[src/rtl/uart_rx_os.sv]
// Oversampling UART receiver with majority-vote sampling, false-start rejection,
// framing/parity/overrun flags and a held-valid/ack handshake. Optional parity: UART_RX_PARITY_EN.
module uart_rx_os #(
  parameter int unsigned CLK_FREQ   = 50000000,
  parameter int unsigned BAUDRATE   = 9600,
  parameter int unsigned DATA_WIDTH = 8,
  parameter int unsigned OVERSAMPLE = 16,
  parameter int unsigned STOP_BITS  = 1,
  parameter int unsigned PARITY_ODD = 0
) (
  input  logic                  clk,
  input  logic                  rst_n,
  input  logic                  line,
  output logic [DATA_WIDTH-1:0] rx_data,
  output logic                  rx_valid,
  input  logic                  rx_ack,
  output logic                  frame_err,
  output logic                  parity_err,
  output logic                  overrun,
  output logic                  busy
);

  localparam int unsigned DIV   = CLK_FREQ / (BAUDRATE * OVERSAMPLE);
  localparam int unsigned DIV_W = (DIV > 1) ? $clog2(DIV) : 1;
  localparam int unsigned OS_W  = $clog2(OVERSAMPLE);
  localparam int unsigned BIT_W = $clog2(DATA_WIDTH + 1);
  localparam int unsigned S_LO  = OVERSAMPLE / 2 - 1;
  localparam int unsigned S_MID = OVERSAMPLE / 2;
  localparam int unsigned S_HI  = OVERSAMPLE / 2 + 1;

  if (DIV < 1 || DATA_WIDTH < 5 || DATA_WIDTH > 9 || OVERSAMPLE < 8 || (OVERSAMPLE % 2) != 0 ||
      STOP_BITS < 1 || STOP_BITS > 2 || PARITY_ODD > 1) begin : g_bad_cfg
    $error("uart_rx_os: illegal parameter set");
  end

  typedef enum logic [2:0] {IDLE, START, DATA, PARITY, STOP} state_t;

  state_t                state;
  logic                  sync1, line_s;
  logic [DIV_W-1:0]      div_cnt;
  logic [OS_W-1:0]       os_cnt;
  logic [BIT_W-1:0]      bit_cnt;
  logic                  stop_cnt;
  logic                  armed;
  logic                  v0, v1;
  logic [DATA_WIDTH-1:0] shreg;
  logic                  fe_acc;
  logic                  pe_acc;
  logic                  done;
  logic                  tick, sample_tick, maj;

  assign tick        = (div_cnt == DIV_W'(DIV - 1));
  assign sample_tick = tick && (os_cnt == OS_W'(S_HI));
  assign maj         = (v0 & v1) | (v0 & line_s) | (v1 & line_s);

  always_ff @(posedge clk) begin
    if (!rst_n) begin
      state      <= IDLE;
      sync1      <= 1'b1;
      line_s     <= 1'b1;
      div_cnt    <= '0;
      os_cnt     <= '0;
      bit_cnt    <= '0;
      stop_cnt   <= 1'b0;
      armed      <= 1'b0;
      v0         <= 1'b1;
      v1         <= 1'b1;
      shreg      <= '0;
      fe_acc     <= 1'b0;
      pe_acc     <= 1'b0;
      done       <= 1'b0;
      rx_data    <= '0;
      rx_valid   <= 1'b0;
      frame_err  <= 1'b0;
      parity_err <= 1'b0;
      overrun    <= 1'b0;
      busy       <= 1'b0;
    end else begin
      sync1  <= line;
      line_s <= sync1;
      done   <= 1'b0;

      // Free-running tick and in-bit phase; realigned on start-bit detect below
      if (tick) begin
        div_cnt <= '0;
        os_cnt  <= (os_cnt == OS_W'(OVERSAMPLE - 1)) ? '0 : os_cnt + OS_W'(1);
      end else begin
        div_cnt <= div_cnt + DIV_W'(1);
      end
      if (tick && os_cnt == OS_W'(S_LO))  v0 <= line_s;
      if (tick && os_cnt == OS_W'(S_MID)) v1 <= line_s;

      case (state)
        IDLE: begin
          if (line_s) begin
            armed <= 1'b1;
          end else if (armed) begin
            state   <= START;
            busy    <= 1'b1;
            armed   <= 1'b0;
            div_cnt <= '0;
            os_cnt  <= '0;
          end
        end
        START: begin
          if (sample_tick) begin
            if (maj) begin
              state <= IDLE;
              busy  <= 1'b0;
            end else begin
              state   <= DATA;
              bit_cnt <= '0;
            end
          end
        end
        DATA: begin
          if (sample_tick) begin
            shreg   <= {maj, shreg[DATA_WIDTH-1:1]};
            bit_cnt <= bit_cnt + BIT_W'(1);
            if (bit_cnt == BIT_W'(DATA_WIDTH - 1)) begin
`ifdef UART_RX_PARITY_EN
              state <= PARITY;
`else
              state <= STOP;
`endif
              stop_cnt <= 1'b0;
              fe_acc   <= 1'b0;
              pe_acc   <= 1'b0;
            end
          end
        end
`ifdef UART_RX_PARITY_EN
        PARITY: begin
          if (sample_tick) begin
            pe_acc <= (^shreg) ^ maj ^ 1'(PARITY_ODD);
            state  <= STOP;
          end
        end
`endif
        STOP: begin
          // Leave at the sample tick, not the bit end, so a following start edge is seen
          if (sample_tick) begin
            fe_acc   <= fe_acc | ~maj;
            stop_cnt <= 1'b1;
            if (stop_cnt == 1'(STOP_BITS - 1)) begin
              state <= IDLE;
              busy  <= 1'b0;
              done  <= 1'b1;
            end
          end
        end
        default: state <= IDLE;
      endcase

      // Output handshake: load when free or acked this cycle, otherwise drop and flag overrun
      if (done && (!rx_valid || rx_ack)) begin
        rx_data   <= shreg;
        frame_err <= fe_acc;
`ifdef UART_RX_PARITY_EN
        parity_err <= pe_acc;
`else
        parity_err <= 1'b0;
`endif
        rx_valid  <= 1'b1;
        if (rx_ack) overrun <= 1'b0;
      end else if (done) begin
        overrun <= 1'b1;
      end else if (rx_ack && rx_valid) begin
        rx_valid <= 1'b0;
        overrun  <= 1'b0;
      end
    end
  end

endmodule

[config.mk]
export PLATFORM = sky130hd
export DESIGN_NAME = uart_rx_os
export DESIGN_NICKNAME = d
export VERILOG_FILES = /design/src/rtl/uart_rx_os.sv
export SDC_FILE = /design/constraint.sdc
export NUM_CORES = 1
export LEC_CHECK = 0
export CAP_MARGIN = 10
export CORE_MARGIN = 2
export CORE_UTILIZATION = 51
export DETAILED_ROUTE_END_ITERATION = 8
export PLACE_DENSITY_LB_ADDON = 0.12
export SYNTH_ARGS = -nofsm -noshare
export SYNTH_HDL_FRONTEND = slang
export SYNTH_SLANG_ARGS = --single-unit
[constraint.sdc]
create_clock -name clk -period 1.7 [get_ports clk]
set_input_delay 0.255 -clock clk [delete_from_list [all_inputs] [get_ports clk]]
set_output_delay 0.255 -clock clk [all_outputs]
set_load 0.01 [all_outputs]
**Metal 3**

Scale bar: 20 microns.
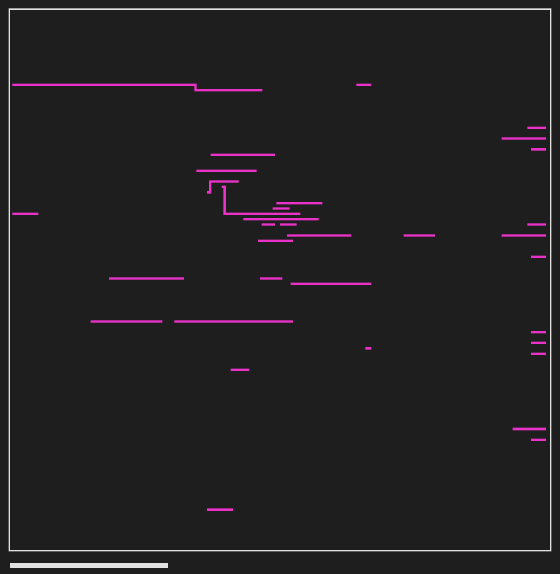
The wires run mostly horizontal. 27 nets have wire on it.

**Clock wiring as the flow saved it**

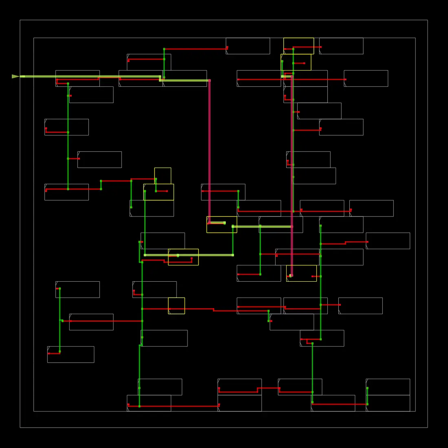
count of clock-net buffers in the final layout: 6
P_clk: 709 uW
number of buffers created by CTS: 5

**Cells coloured by class**

Fill, decap, tap and diode cells in grey.
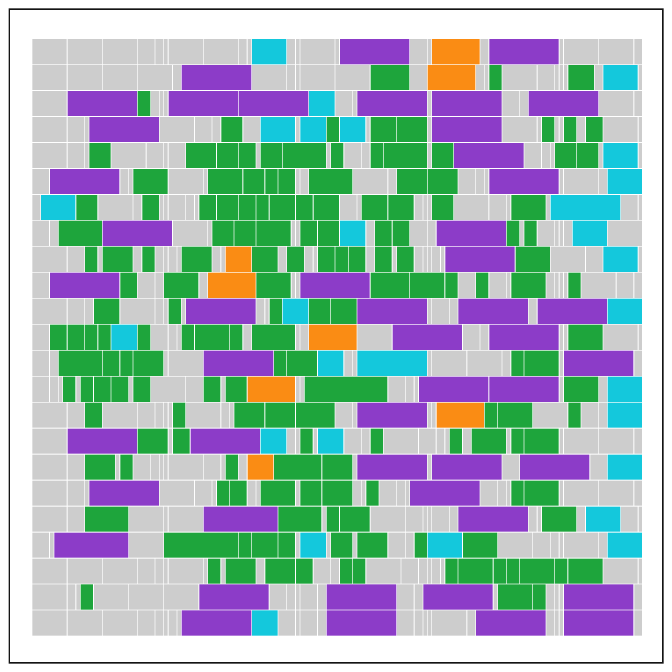
Key: cyan = other buffers and delay cells [cells 28]; green = all other logic [cells 165]; purple = flip-flops [cells 48]; orange = clock drivers and dummy loads [cells 8]
total core area: 4000 sq um
Seq/total area: 0.383
post-layout util: 0.628
count of standard-cell rows: 23

**Wire density map**

Scale bar: 20 microns. The die is cut into 14 by 14 equal tiles; dark blue is low, red is high, scaled to the fullest tile. Values are wire area over tile area, all layers added.
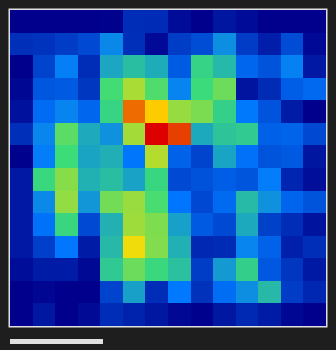
13% of the tiles are nearly empty. 12% of the tiles are over half the peak. The fullest tile reaches 0.58. The emptiest ninth of the die: bottom left.
total global routing track utilization: 0.187
Post-Route WL: 3990 microns

**Met1 routing**

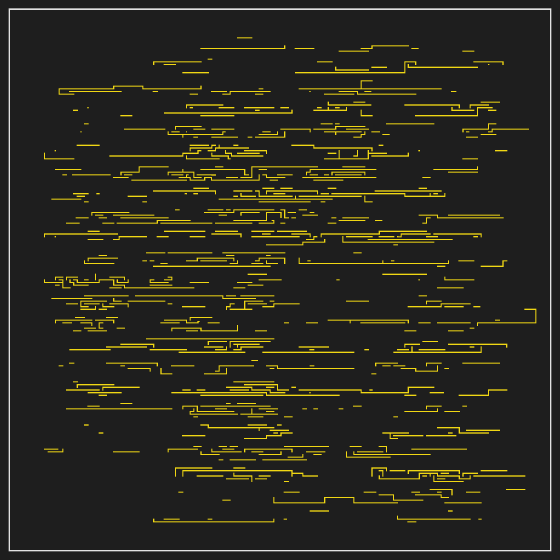
237 nets have wire on it. The wires run mostly horizontal. The layer carries 1780 microns of wire.

## worst max-delay path: stages, from the launching register on
cell and delay [ns]:
sky130_fd_sc_hd__dfxtp_1 0.38, sky130_fd_sc_hd__or4b_4 0.57, sky130_fd_sc_hd__nor4_4 0.30, sky130_fd_sc_hd__mux2i_1 0.21
sky130_fd_sc_hd__nand2_1 0.06
## cell usage after synthesis (all sizes together) (2+ instances only)
library cell  count  area share
o21ai             5       0.012
nor4b             2       0.015
xor2              7       0.029
inv               6       0.011
a21oi             6       0.014
nand4             3      0.0089
nand3            13       0.031
ha                6       0.036
nand2            11       0.020
a211oi            2      0.0071
xnor2             2      0.0083
nor2             34       0.061
a22o              2      0.0083
mux2i            19       0.090
nand3b            2      0.0071
dfxtp            48        0.46
a31oi             2      0.0059
nand2b           10       0.030
nor3              5       0.012
and4              2      0.0089
a21o              2      0.0071
or3               2      0.0059
and3              3      0.0095
clkbuf            4      0.0071
buf               5       0.017
## layer usage
layer | track usage | up-vias | wire length [microns]
met5 | 0 | - | 0
li1 | - | 825 | -
met1 | 0.222 | 753 | 1780
met2 | 0.325 | 52 | 1960
met4 | 0.0850 | 0 | 74
met3 | 0.0362 | 7 | 183
## timing repair
item | 4_1_cts | 5_1_grt
setup endpoints to repair | 0 | 6
resized | 0 | 7
hold buffers | 0 | 0
setup buffers | 0 | 1
## kinds of logic after synthesis
logic type | after synthesis | share of synthesized area
fa+ha+maj | 7 | 0.0404
compound gates | 26 | 0.0849
flops | 48 | 0.456
mux | 20 | 0.0956
xor+xnor | 9 | 0.0374
simple gates | 95 | 0.247
other cells | 1 | 0.00178
buf+inv | 16 | 0.0368
## sequential cells by signal, summed over array words and instances (netlist names), 3 cells and up
name     cells
state        3
rx_data      8
div_cnt      9
shreg        8
bit_cnt      4
os_cnt       4
==> results.toml <==
# implementation run metrics
[status]
outcome = "finished clean"

[synthesis]
mappedNetlistArea_sq_um = 2110
yosys.cell_types.count = 49
synth_stat.cells = 222
yosys.stat.chipArea_sq_um = 2110
numSynthFlops = 48
sequential_element_share_of_the_synthesized_area = 0.456
synth-edff-count = 0
syn_nets = 232
ys_dominant_reg_cell = "sky130_fd_sc_hd__dfxtp_1"
post_synth_inst_count = 222

[floorplan]
floorplan.die.height_microns = 68.3
floorplan.initialDensity = 0.527
die_w_microns = 68.3

[cts]
htreeDepth = 2
clock.latency.late_pin_ns = 0.30
numClockSinks = 48
cts_root_buffer = "sky130_fd_sc_hd__clkbuf_8"

[worst_hold_path]
hold_path_startpoint = "sync1$_SDFF_PN1_"
worst_hold_path.num_cells = 1
whs_endpoint = "line_s$_SDFF_PN1_"
timing.hold.worst.class = "flop to flop"

[sta]
final.period_utilization = 0.958
setup_viol_count_final = 0
rsz0062_at_grt = "no"
finClkSkew_ns = 0.00340
fmax_mhz = 614
tns_ns = 0
timing_max_transition_violations_final = 0
min_period_ns = 1.63

[global_routing]
grt_start_max_net_pins = 21
global_route.overflow_total = 0
grt_antenna_before_repair = 0
grt_pass1_vias = 1521

[setup_path]
timing.critical_path.fanout_max = 4
reg2reg_setup_slack_ns = 0.07
critPathCapture = "v0$_SDFFE_PN1P_"
r2r_cells = 4
crit-reg2reg-capture = "v0$_SDFFE_PN1P_"
critical_path_required_ns = 1.89
setup.worst_path.start = "div_cnt[5]$_SDFF_PN0_"

[layout]
biggestCellCategory = "multi-input combinational cells"
logic_area_sq_um = 1090
fraction_of_area_in_multi_input_gates = 0.434
finalNetCount = 258
num-fill-cells = 339
buffers = 28
num-multi-input-gates = 158
instances_no_fill = 299
layout_overhead_on_the_synthesized_area_pct = 19.3
layout-drive-gt1-share = 0.145
share_of_final_layout_cell_area_taken_by_non_clock_buffers = 0.109
final_area_sq_um = 2510
antennaDiodeCount = 0

[placed_design]
dpl-instance-area_sq_um = 2380
number_of_instances_in_the_placed_design = 290
port_buffers = 15
pre_cts_slack_ns = 0.0326

[pwr]
p_comb_frac = 0.045
internal_power_mw = 1.50
largestPowerGroup = "sequential cells"
p_comb_uw = 86.7
power.total_mw = 1.94
vdd.ir_drop.worst_uv = 481
seq_pwr_share = 0.590

[drt]
antenna_violating_nets_post_route = 0
first_pass_drt_iterations = 6
drcViolationCount = 0
routed-via-count = 1637

[job]
drv_cap = 0
Power and IR drop assume default switching activity.
